## src/rtl/uart_mem_loader.sv

```systemverilog
// Serial program loader: receives an 8N1 UART frame and writes it into memory
// through the run/done toggle handshake, holding the CPU off while it works.
module uart_mem_loader #(
  parameter int CLKS_PER_BIT = 234,
  parameter int TIMEOUT_CLKS = 65535
) (
  input  logic        clk,
  input  logic        reset,
  input  logic        rx,
  output logic [15:0] mem_addr,
  output logic [1:0]  mem_cmd,
  output logic        mem_run,
  output logic [15:0] mem_wr_data,
  input  logic        mem_done,
  output logic        cpu_hold,
  output logic [15:0] loaded_words,
  output logic [3:0]  err
);
  localparam int CW   = $clog2(CLKS_PER_BIT);
  localparam int TW   = $clog2(TIMEOUT_CLKS + 1);
  localparam int HALF = CLKS_PER_BIT / 2;
  localparam logic [1:0] CMD_NOP = 2'b00;
  localparam logic [1:0] CMD_WR  = 2'b10;

  typedef enum logic [1:0] {R_IDLE, R_START, R_DATA, R_STOP} rx_st_t;
  typedef enum logic [2:0] {SYNC, ADDR_H, ADDR_L, CNT_H, CNT_L, DATA_H, DATA_L, CSUM} ps_t;

  rx_st_t        rst;
  logic          rx_s1, rx_s2, rx_prev;
  logic [CW-1:0] clk_cnt;
  logic [2:0]    bit_idx;
  logic [7:0]    shreg, rx_byte;
  logic          byte_valid, frame_err;

  always_ff @(posedge clk) begin
    if (reset) begin
      rx_s1      <= 1'b1;
      rx_s2      <= 1'b1;
      rx_prev    <= 1'b1;
      rst        <= R_IDLE;
      clk_cnt    <= '0;
      bit_idx    <= '0;
      shreg      <= '0;
      rx_byte    <= '0;
      byte_valid <= 1'b0;
      frame_err  <= 1'b0;
    end else begin
      rx_s1      <= rx;
      rx_s2      <= rx_s1;
      rx_prev    <= rx_s2;
      byte_valid <= 1'b0;
      frame_err  <= 1'b0;
      case (rst)
        R_IDLE: if (rx_prev && !rx_s2) begin
          rst     <= R_START;
          clk_cnt <= '0;
        end
        // Mid-start re-check rejects glitches shorter than half a bit
        R_START: if (clk_cnt == CW'(HALF - 1)) begin
          clk_cnt <= '0;
          bit_idx <= '0;
          rst     <= rx_s2 ? R_IDLE : R_DATA;
        end else clk_cnt <= clk_cnt + 1'b1;
        R_DATA: if (clk_cnt == CW'(CLKS_PER_BIT - 1)) begin
          clk_cnt <= '0;
          shreg   <= {rx_s2, shreg[7:1]};
          bit_idx <= bit_idx + 1'b1;
          if (bit_idx == 3'd7) rst <= R_STOP;
        end else clk_cnt <= clk_cnt + 1'b1;
        R_STOP: if (clk_cnt == CW'(CLKS_PER_BIT - 1)) begin
          clk_cnt <= '0;
          rst     <= R_IDLE;
          if (rx_s2) begin
            byte_valid <= 1'b1;
            rx_byte    <= shreg;
          end else frame_err <= 1'b1;
        end else clk_cnt <= clk_cnt + 1'b1;
        default: rst <= R_IDLE;
      endcase
    end
  end

  ps_t           ps;
  logic [15:0]   addr, cnt;
  logic [7:0]    hi, csum;
  logic [TW-1:0] timer;
  logic          wr_busy;

  assign cpu_hold = (ps != SYNC) || wr_busy;

  always_ff @(posedge clk) begin
    if (reset) begin
      ps           <= SYNC;
      addr         <= '0;
      cnt          <= '0;
      hi           <= '0;
      csum         <= '0;
      timer        <= '0;
      wr_busy      <= 1'b0;
      mem_addr     <= '0;
      mem_cmd      <= CMD_NOP;
      mem_run      <= 1'b0;
      mem_wr_data  <= '0;
      loaded_words <= '0;
      err          <= '0;
    end else begin
      // Completion is handled first so a same-cycle new word can re-issue
      if (wr_busy && (mem_run == mem_done)) begin
        wr_busy      <= 1'b0;
        mem_cmd      <= CMD_NOP;
        loaded_words <= loaded_words + 1'b1;
      end
      if (ps == SYNC || byte_valid) timer <= '0;
      else                          timer <= timer + 1'b1;

      if (frame_err) begin
        err[0] <= 1'b1;
        ps     <= SYNC;
      end else if (byte_valid) begin
        if (ps != SYNC && ps != CSUM) csum <= csum + rx_byte;
        case (ps)
          SYNC: if (rx_byte == 8'hA5) begin
            err          <= '0;
            loaded_words <= '0;
            csum         <= '0;
            ps           <= ADDR_H;
          end
          ADDR_H: begin addr[15:8] <= rx_byte; ps <= ADDR_L; end
          ADDR_L: begin addr[7:0]  <= rx_byte; ps <= CNT_H;  end
          CNT_H:  begin cnt[15:8]  <= rx_byte; ps <= CNT_L;  end
          CNT_L: begin
            cnt[7:0] <= rx_byte;
            ps       <= ({cnt[15:8], rx_byte} == 16'd0) ? CSUM : DATA_H;
          end
          DATA_H: begin hi <= rx_byte; ps <= DATA_L; end
          DATA_L: begin
            if (mem_run == mem_done) begin
              mem_addr    <= addr;
              mem_wr_data <= {hi, rx_byte};
              mem_cmd     <= CMD_WR;
              mem_run     <= ~mem_run;
              wr_busy     <= 1'b1;
            end else err[2] <= 1'b1;
            addr <= addr + 1'b1;
            cnt  <= cnt - 1'b1;
            ps   <= (cnt == 16'd1) ? CSUM : DATA_H;
          end
          CSUM: begin
            if (rx_byte != csum) err[1] <= 1'b1;
            ps <= SYNC;
          end
          default: ps <= SYNC;
        endcase
      end else if (ps != SYNC && timer == TW'(TIMEOUT_CLKS - 1)) begin
        err[3] <= 1'b1;
        ps     <= SYNC;
      end
    end
  end
endmodule

```

## config.mk

```make
export PLATFORM = sky130hd
export DESIGN_NAME = uart_mem_loader
export DESIGN_NICKNAME = d
export VERILOG_FILES = /design/src/rtl/uart_mem_loader.sv
export SDC_FILE = /design/constraint.sdc
export NUM_CORES = 1
export LEC_CHECK = 0
export ABC_AREA = 0
export CAP_MARGIN = 5
export CELL_PAD_IN_SITES_DETAIL_PLACEMENT = 2
export CELL_PAD_IN_SITES_GLOBAL_PLACEMENT = 2
export CORE_MARGIN = 4
export CORE_UTILIZATION = 25
export CTS_BUF_LIST = sky130_fd_sc_hd__clkbuf_8
export DETAILED_ROUTE_END_ITERATION = 16
export PLACE_DENSITY = 0.61
export SLEW_MARGIN = 10
export SYNTH_ARGS = -nofsm -noshare
export SYNTH_HDL_FRONTEND = slang
export SYNTH_SLANG_ARGS = --single-unit
```

## constraint.sdc

```tcl
create_clock -name clk -period 2.1 [get_ports clk]
set_input_delay 0.42 -clock clk [delete_from_list [all_inputs] [get_ports clk]]
set_output_delay 0.42 -clock clk [all_outputs]
set_load 0.02 [all_outputs]
```

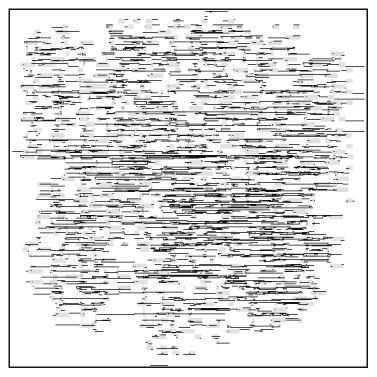
Fig. 1. Met1 routing (run 1).
Scale: 2 px per um. Cells faint in the background.
wire length on this layer: 11000 um
share of all routed wire: 46%
longest straight run: 51.1 um
final WL: 23.8 mm
Vias: 6769
GRT met1 Usage: 19.2%

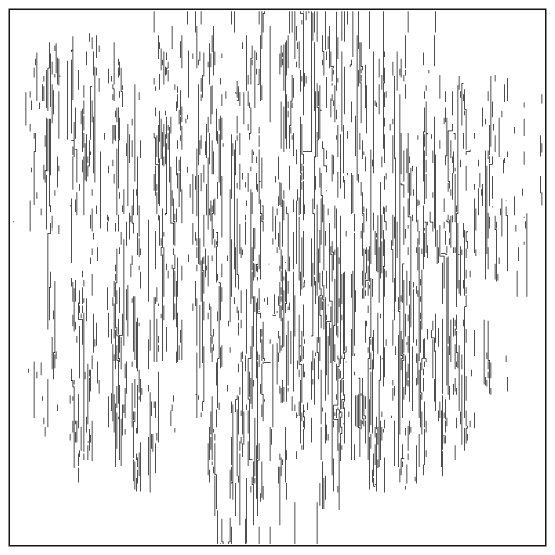
Fig. 2. Met2 routing (run 1).
Scale: 3 px per um.
wire length on this layer: 12100 um
longest straight run: 71.7 um
met2 GRT Util: 27.3%

==> impl_metrics.tcl, run 1 <==
# collected from the flow reports
set metrics [dict create \
    outcome "complete, no violations" \
    fin_crit_sh_pct 98.0 \
    cts_buffers 17 \
    grt_usage_pct 15.3 \
    setup_tns_ps 0 \
    design.seq.count 157 \
    leakage_uw 0.00339 \
    yosys.cell_count.top_type "dfxtp_1" \
    power.share.switching_pct 25.9 \
    internal-power_uw 3970 \
    syn-num-nets 916 \
    grt_max_degree 42 \
    finalSetupViolCount 0 \
    area_growth_pct 27.7 \
    holdPathStages 2 \
    clockBufferDepth 2 \
    worst_slack_ps 41.6 \
    top_area_share_pct 43.3 \
    clkLatencyLatePin_ps 470 \
    vdd_drop_max_v 0.000391 \
    clkPwrFrac_pct 42.1 \
    dieHeight_um 178 \
]
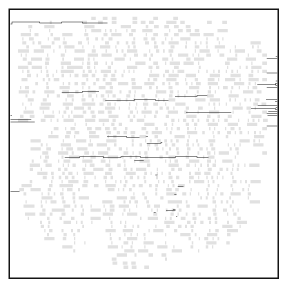
Fig. 3. Met3 routing (run 1).
Scale: 1.5 px per um. Cells faint in the background.
longest straight run: 29.9 um
wire length on this layer: 479 um
share of all routed wire: 2.0%
nets with wire on the layer: 29
met3 Track Usage GR: 2.92%

==> run 2: changes to the inputs <==
--- a/config.mk
+++ b/config.mk
@@ -13,6 +13,7 @@
 export CORE_UTILIZATION = 25
 export CTS_BUF_LIST = sky130_fd_sc_hd__clkbuf_8
 export DETAILED_ROUTE_END_ITERATION = 16
+export MAX_ROUTING_LAYER = met4
 export PLACE_DENSITY = 0.61
 export SLEW_MARGIN = 10
 export SYNTH_ARGS = -nofsm -noshare
==> run 2 against run 1 <==
Flip-flop count is the same. Routed wire length barely moved. First-iteration DRC count fell by 7.0%. Combinational power about the same. Critical endpoint unchanged. Sequential power hardly changed. Clock power barely moved. Design area barely moved.
==> impl_metrics.tcl, run 2 <==
# collected from the flow reports
set metrics [dict create \
    clockBufferDepth 2 \
    nClkBuffers 17 \
    design.seq.count 157 \
    grt_pass1_wl_mm 38.7 \
    top_area_share_pct 43.3 \
    grt_use_met1_pct 19.3 \
    grt_usage_pct 15.7 \
    cap_viol_max_count 0 \
    area_growth_pct 27.6 \
    stdcell_area_mm2 0.00926 \
    worst_slack_ps 38.9 \
    syn-num-nets 916 \
    grt_max_degree 42 \
    clkLatencyLatePin_ps 470 \
    crit_buf_inv 1 \
    fin_crit_sh_pct 98.1 \
    leakage_uw 0.00339 \
    cts_buffers 17 \
    yosys.cell_count.top_type "dfxtp_1" \
    holdPathStages 2 \
    power.share.switching_pct 25.9 \
    vdd_drop_max_v 0.000390 \
    outcome "complete, no violations" \
    slew_violations 0 \
    dieHeight_um 178 \
    final_hold_viol_count 0 \
    finalSetupViolCount 0 \
    clkPwrFrac_pct 42.1 \
]
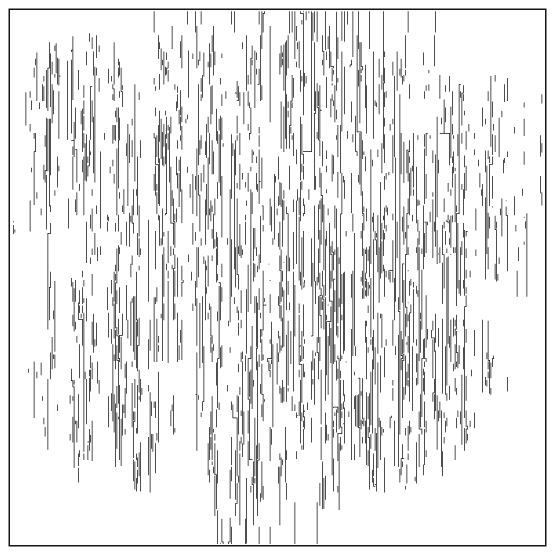
Fig. 4. Met2 routing (run 2).
Scale: 3 px per um.
wire length on this layer: 12100 um
share of all routed wire: 51%
Vias: 6765
final WL: 23.8 mm
met2 GRT Util: 27.3%

==> run 3: changes to the inputs <==
--- a/config.mk
+++ b/config.mk
@@ -11,7 +11,7 @@
 export CELL_PAD_IN_SITES_GLOBAL_PLACEMENT = 2
 export CORE_MARGIN = 4
 export CORE_UTILIZATION = 25
-export CTS_BUF_LIST = sky130_fd_sc_hd__clkbuf_8
+export CTS_BUF_LIST = sky130_fd_sc_hd__clkbuf_4
 export DETAILED_ROUTE_END_ITERATION = 16
 export MAX_ROUTING_LAYER = met4
 export PLACE_DENSITY = 0.61
==> run 3 against run 2 <==
Sequential share of layout area up 0.25 points. Register-to-register slack is essentially flat. Via count down 0.10%. Critical path type unchanged. Critical endpoint unchanged.
==> impl_metrics.tcl, run 3 <==
# collected from the flow reports
set metrics [dict create \
    outcome "complete, no violations" \
    final_hold_viol_count 0 \
    design.seq.count 157 \
    syn-num-nets 916 \
    grt_use_met3_pct 2.63 \
    grt_max_degree 42 \
    finalSetupViolCount 0 \
    yosys.cell_count.top_type "dfxtp_1" \
    slew_violations 0 \
    nClkBuffers 18 \
    leakage_uw 0.00358 \
    clockBufferDepth 2 \
    holdPathStages 2 \
    use_met2_pct 27.2 \
    top_area_share_pct 43.3 \
    setup_tns_ps 0 \
    stdcell_area_mm2 0.00921 \
    area_growth_pct 27.0 \
    cap_viol_max_count 0 \
    vdd_drop_max_v 0.000218 \
]
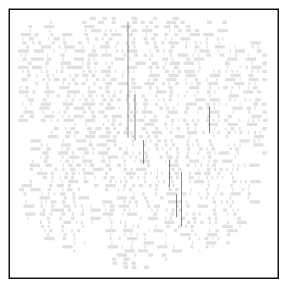
Fig. 5. The metal 4 layer (run 3).
Scale: 1.5 px per um. Cells faint in the background.
nets with wire on the layer: 4
longest straight run: 76.8 um
final WL: 23.7 mm
Vias: 6758

No activity file was given, so power comes from the tool's default toggle rates.
